===== config.mk =====
export PLATFORM = sky130hd
export DESIGN_NAME = port_in_debounce
export DESIGN_NICKNAME = d
export VERILOG_FILES = /design/src/rtl/port_in_debounce.sv
export SDC_FILE = /design/constraint.sdc
export NUM_CORES = 1
export LEC_CHECK = 0
export CORE_MARGIN = 8
export CORE_UTILIZATION = 55
export DETAILED_ROUTE_END_ITERATION = 12
export MAX_ROUTING_LAYER = met4
export PLACE_DENSITY = 0.95
export SLEW_MARGIN = 20
export SYNTH_ARGS = -nofsm -noshare
export SYNTH_HDL_FRONTEND = slang
export SYNTH_SLANG_ARGS = --single-unit
export TNS_END_PERCENT = 30

===== constraint.sdc =====
create_clock -name HCLK -period 2.67 [get_ports HCLK]
set_input_delay 0.534 -clock HCLK [delete_from_list [all_inputs] [get_ports HCLK]]
set_output_delay 0.534 -clock HCLK [all_outputs]
set_load 0.01 [all_outputs]

===== src/rtl/port_in_debounce.sv =====
`default_nettype none
// ============================================================================
// Module   : port_in_debounce
// Purpose  : GPIO input conditioning. Synchronises raw pins to HCLK, debounces
//            each bit, and flags rise/fall edges with a sticky change IRQ.
// Revision : 1.0  initial release
// ============================================================================
module port_in_debounce #(
   parameter int               WIDTH        = 8,
   parameter int               PRESCALE     = 1000,
   parameter int               STABLE_TICKS = 4,
   parameter logic [WIDTH-1:0] RESET_VAL    = {WIDTH{1'b0}}
) (
   input  logic             HCLK,
   input  logic             HRESETn,
   input  logic [WIDTH-1:0] PIN_IN,
   input  logic             BYPASS,
   input  logic [WIDTH-1:0] IRQ_EN,
   input  logic [WIDTH-1:0] IRQ_CLR,
   output logic [WIDTH-1:0] PORT_IN,
   output logic [WIDTH-1:0] RISE,
   output logic [WIDTH-1:0] FALL,
   output logic [WIDTH-1:0] CHG_STS,
   output logic             CHG_IRQ
);

   localparam int PCNT_W = (PRESCALE > 1) ? $clog2(PRESCALE) : 1;
   localparam int CNT_W  = $clog2(STABLE_TICKS + 1);

   localparam logic [PCNT_W-1:0] C_PCNT_MAX = PCNT_W'(PRESCALE - 1);
   localparam logic [CNT_W-1:0]  C_CNT_MAX  = CNT_W'(STABLE_TICKS - 1);

   generate
      if (PRESCALE < 1 || STABLE_TICKS < 1) begin : g_bad_param
         $error("port_in_debounce: PRESCALE and STABLE_TICKS must be >= 1");
      end
   endgenerate

   logic [WIDTH-1:0]            r_s1;
   logic [WIDTH-1:0]            r_s2;
   logic [PCNT_W-1:0]           r_pcnt;
   logic                        w_tick;
   logic [WIDTH-1:0][CNT_W-1:0] r_cnt;
   logic [WIDTH-1:0][CNT_W-1:0] w_cnt_nxt;
   logic [WIDTH-1:0]            r_port;
   logic [WIDTH-1:0]            w_port_nxt;
   logic [WIDTH-1:0]            r_rise;
   logic [WIDTH-1:0]            r_fall;
   logic [WIDTH-1:0]            w_rise_nxt;
   logic [WIDTH-1:0]            w_fall_nxt;
   logic [WIDTH-1:0]            r_sts;
   logic [WIDTH-1:0]            w_sts_nxt;
   logic                        r_irq;

   // Two-flop synchroniser; r_s2 is the only copy of the pins used downstream.
   always_ff @(posedge HCLK) begin
      if (!HRESETn) begin
         r_s1 <= RESET_VAL;
         r_s2 <= RESET_VAL;
      end else begin
         r_s1 <= PIN_IN;
         r_s2 <= r_s1;
      end
   end

   // Sample-tick prescaler keeps running in bypass so leaving bypass is seamless.
   assign w_tick = (r_pcnt == C_PCNT_MAX);

   always_ff @(posedge HCLK) begin
      if (!HRESETn) begin
         r_pcnt <= '0;
      end else if (w_tick) begin
         r_pcnt <= '0;
      end else begin
         r_pcnt <= r_pcnt + 1'b1;
      end
   end

   // Agreement with the output clears the count on any cycle, not just ticks,
   // so a single agreeing sample aborts a pending change.
   always_comb begin
      w_cnt_nxt  = r_cnt;
      w_port_nxt = r_port;
      for (int i = 0; i < WIDTH; i++) begin
         if (BYPASS) begin
            w_cnt_nxt[i]  = '0;
            w_port_nxt[i] = r_s2[i];
         end else if (r_s2[i] == r_port[i]) begin
            w_cnt_nxt[i] = '0;
         end else if (w_tick) begin
            if (r_cnt[i] == C_CNT_MAX) begin
               w_cnt_nxt[i]  = '0;
               w_port_nxt[i] = r_s2[i];
            end else begin
               w_cnt_nxt[i] = r_cnt[i] + 1'b1;
            end
         end
      end
      w_rise_nxt = w_port_nxt & ~r_port;
      w_fall_nxt = ~w_port_nxt & r_port;
   end

   // Set has priority over clear so an edge landing on a clear is never lost.
   assign w_sts_nxt = ((r_rise | r_fall) & IRQ_EN) | (r_sts & ~IRQ_CLR);

   always_ff @(posedge HCLK) begin
      if (!HRESETn) begin
         r_cnt  <= '0;
         r_port <= RESET_VAL;
         r_rise <= '0;
         r_fall <= '0;
         r_sts  <= '0;
         r_irq  <= 1'b0;
      end else begin
         r_cnt  <= w_cnt_nxt;
         r_port <= w_port_nxt;
         r_rise <= w_rise_nxt;
         r_fall <= w_fall_nxt;
         r_sts  <= w_sts_nxt;
         r_irq  <= |r_sts;
      end
   end

   assign PORT_IN = r_port;
   assign RISE    = r_rise;
   assign FALL    = r_fall;
   assign CHG_STS = r_sts;
   assign CHG_IRQ = r_irq;

endmodule
`default_nettype wire


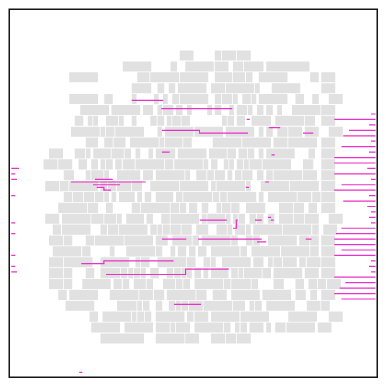
Figure 1: met3 routing.
(4 px per um)
wire length on this layer	397 um
share of all routed wire	5.6%
main direction	horizontal
longest straight run	19.8 um

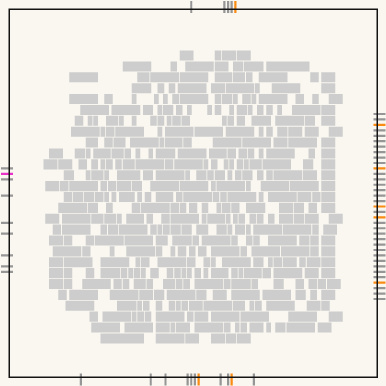
Figure 2: ports around the boundary.
(4 px per um) Pins as bars across the die edge, other pins in gray.
color	port	pins	direction	edge
orange	IRQ_EN	8	input	5 east, 2 south, 1 north
magenta	HRESETn	1	input	west
all pins by edge	35 east, 11 south, 9 west, 5 north
chip height: 91.6 um
port buffer count: 59
Die W: 91.6 um

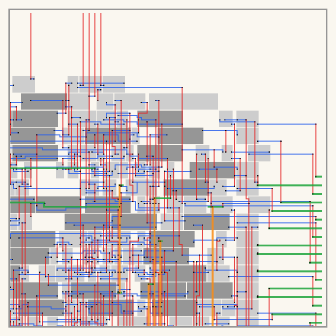
Figure 3: zoomed window.
Window x 42 to 92, y 42 to 92 um. Cells in gray, sequential cells in the stronger gray; small squares are vias.
color	layer
green	metal 3
orange	metal 4
blue	metal 1
red	metal 2
most frequent	dfxtp_1 (28), clkdlybuf4s50_1 (24), nand2_1 (18)
netlist names of flops here include	r_cnt (11), CHG_STS (4), FALL (4)
cells with their middle in the window	127
sequential cells in the window	28

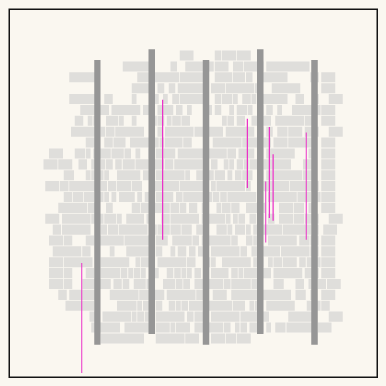
Figure 4: signal wires on met4.
(4 px per um) Supply wires on this layer in gray.
longest straight run	34.7 um
wire length on this layer	159 um
main direction	vertical
nets with wire on the layer	6
share of all routed wire	2.3%

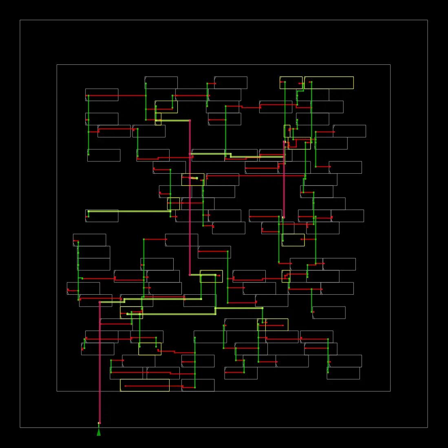
Figure 5: clock routing.
clock-net power: 959 uW
Inserted Clock Buffers: 9
seq_cells: 83

==> impl_metrics.csv <==
group,metric,value,unit
die,io_pins,60,
power,netSwitchingFraction,21.4,%
route,wl_per_cell,14.7,um
hold_path,hold_path.class,"register to register",
synth,synth-simple-area-share,24.1,%
synth,ys_area,3150,um^2
finish,final_cells,480,
flow_run,drv_cap,0,
route,vias_per_cell,5.45,
hold_path,worst_hold_path.endpoint,"r_s2[1]",
global_route,met1_usage,20.2,%
placement,pre_cts_ws,0.668,ns
setup_path,rrSetupSlack,0.61,ns
sta,layout_min_cycle_time,2.06,ns
sta,rsz0062_at_grt,"false",
placement,gp_congestion,0.894,
synth,top_cell_area_share,52.8,%
hold_path,min_path_cells,1,
setup_path,path_class,"register to register",
power,seqPwrFrac,54.2,%
setup_path,worstSetupStartpointType,"register",
synth,area_leaders,"dfxtp_1 53%, nand2_1 6.1%, a21oi_1 4.5%",
sta,worst_slew_pin_slew,0.330,ns
power,switchingPower,504,uW
sta,max_freq,485,MHz
power,p_leak,0.00146,uW
setup_path,crit_required,2.94,ns
status,status,"complete, no violations",
route,drc,0,
power,internal_power,1860,uW
clock_tree,worstSkewPairLatency,0.35,ns
finish,num-nonclk-buffers,64,
clock_tree,cts_tree,"yes",
setup_path,crit_chain,"ha_1, nand2_1, or3_4, or3_1, a21oi_1",
synth,syn_inst,341,
synth,topCombFamilyByArea,"simple AND/OR/NAND/NOR gates",
finish,nClkBuffers,11,
global_route,overflow,0,
sta,hold_viol,0,
Power and IR drop assume default switching activity.
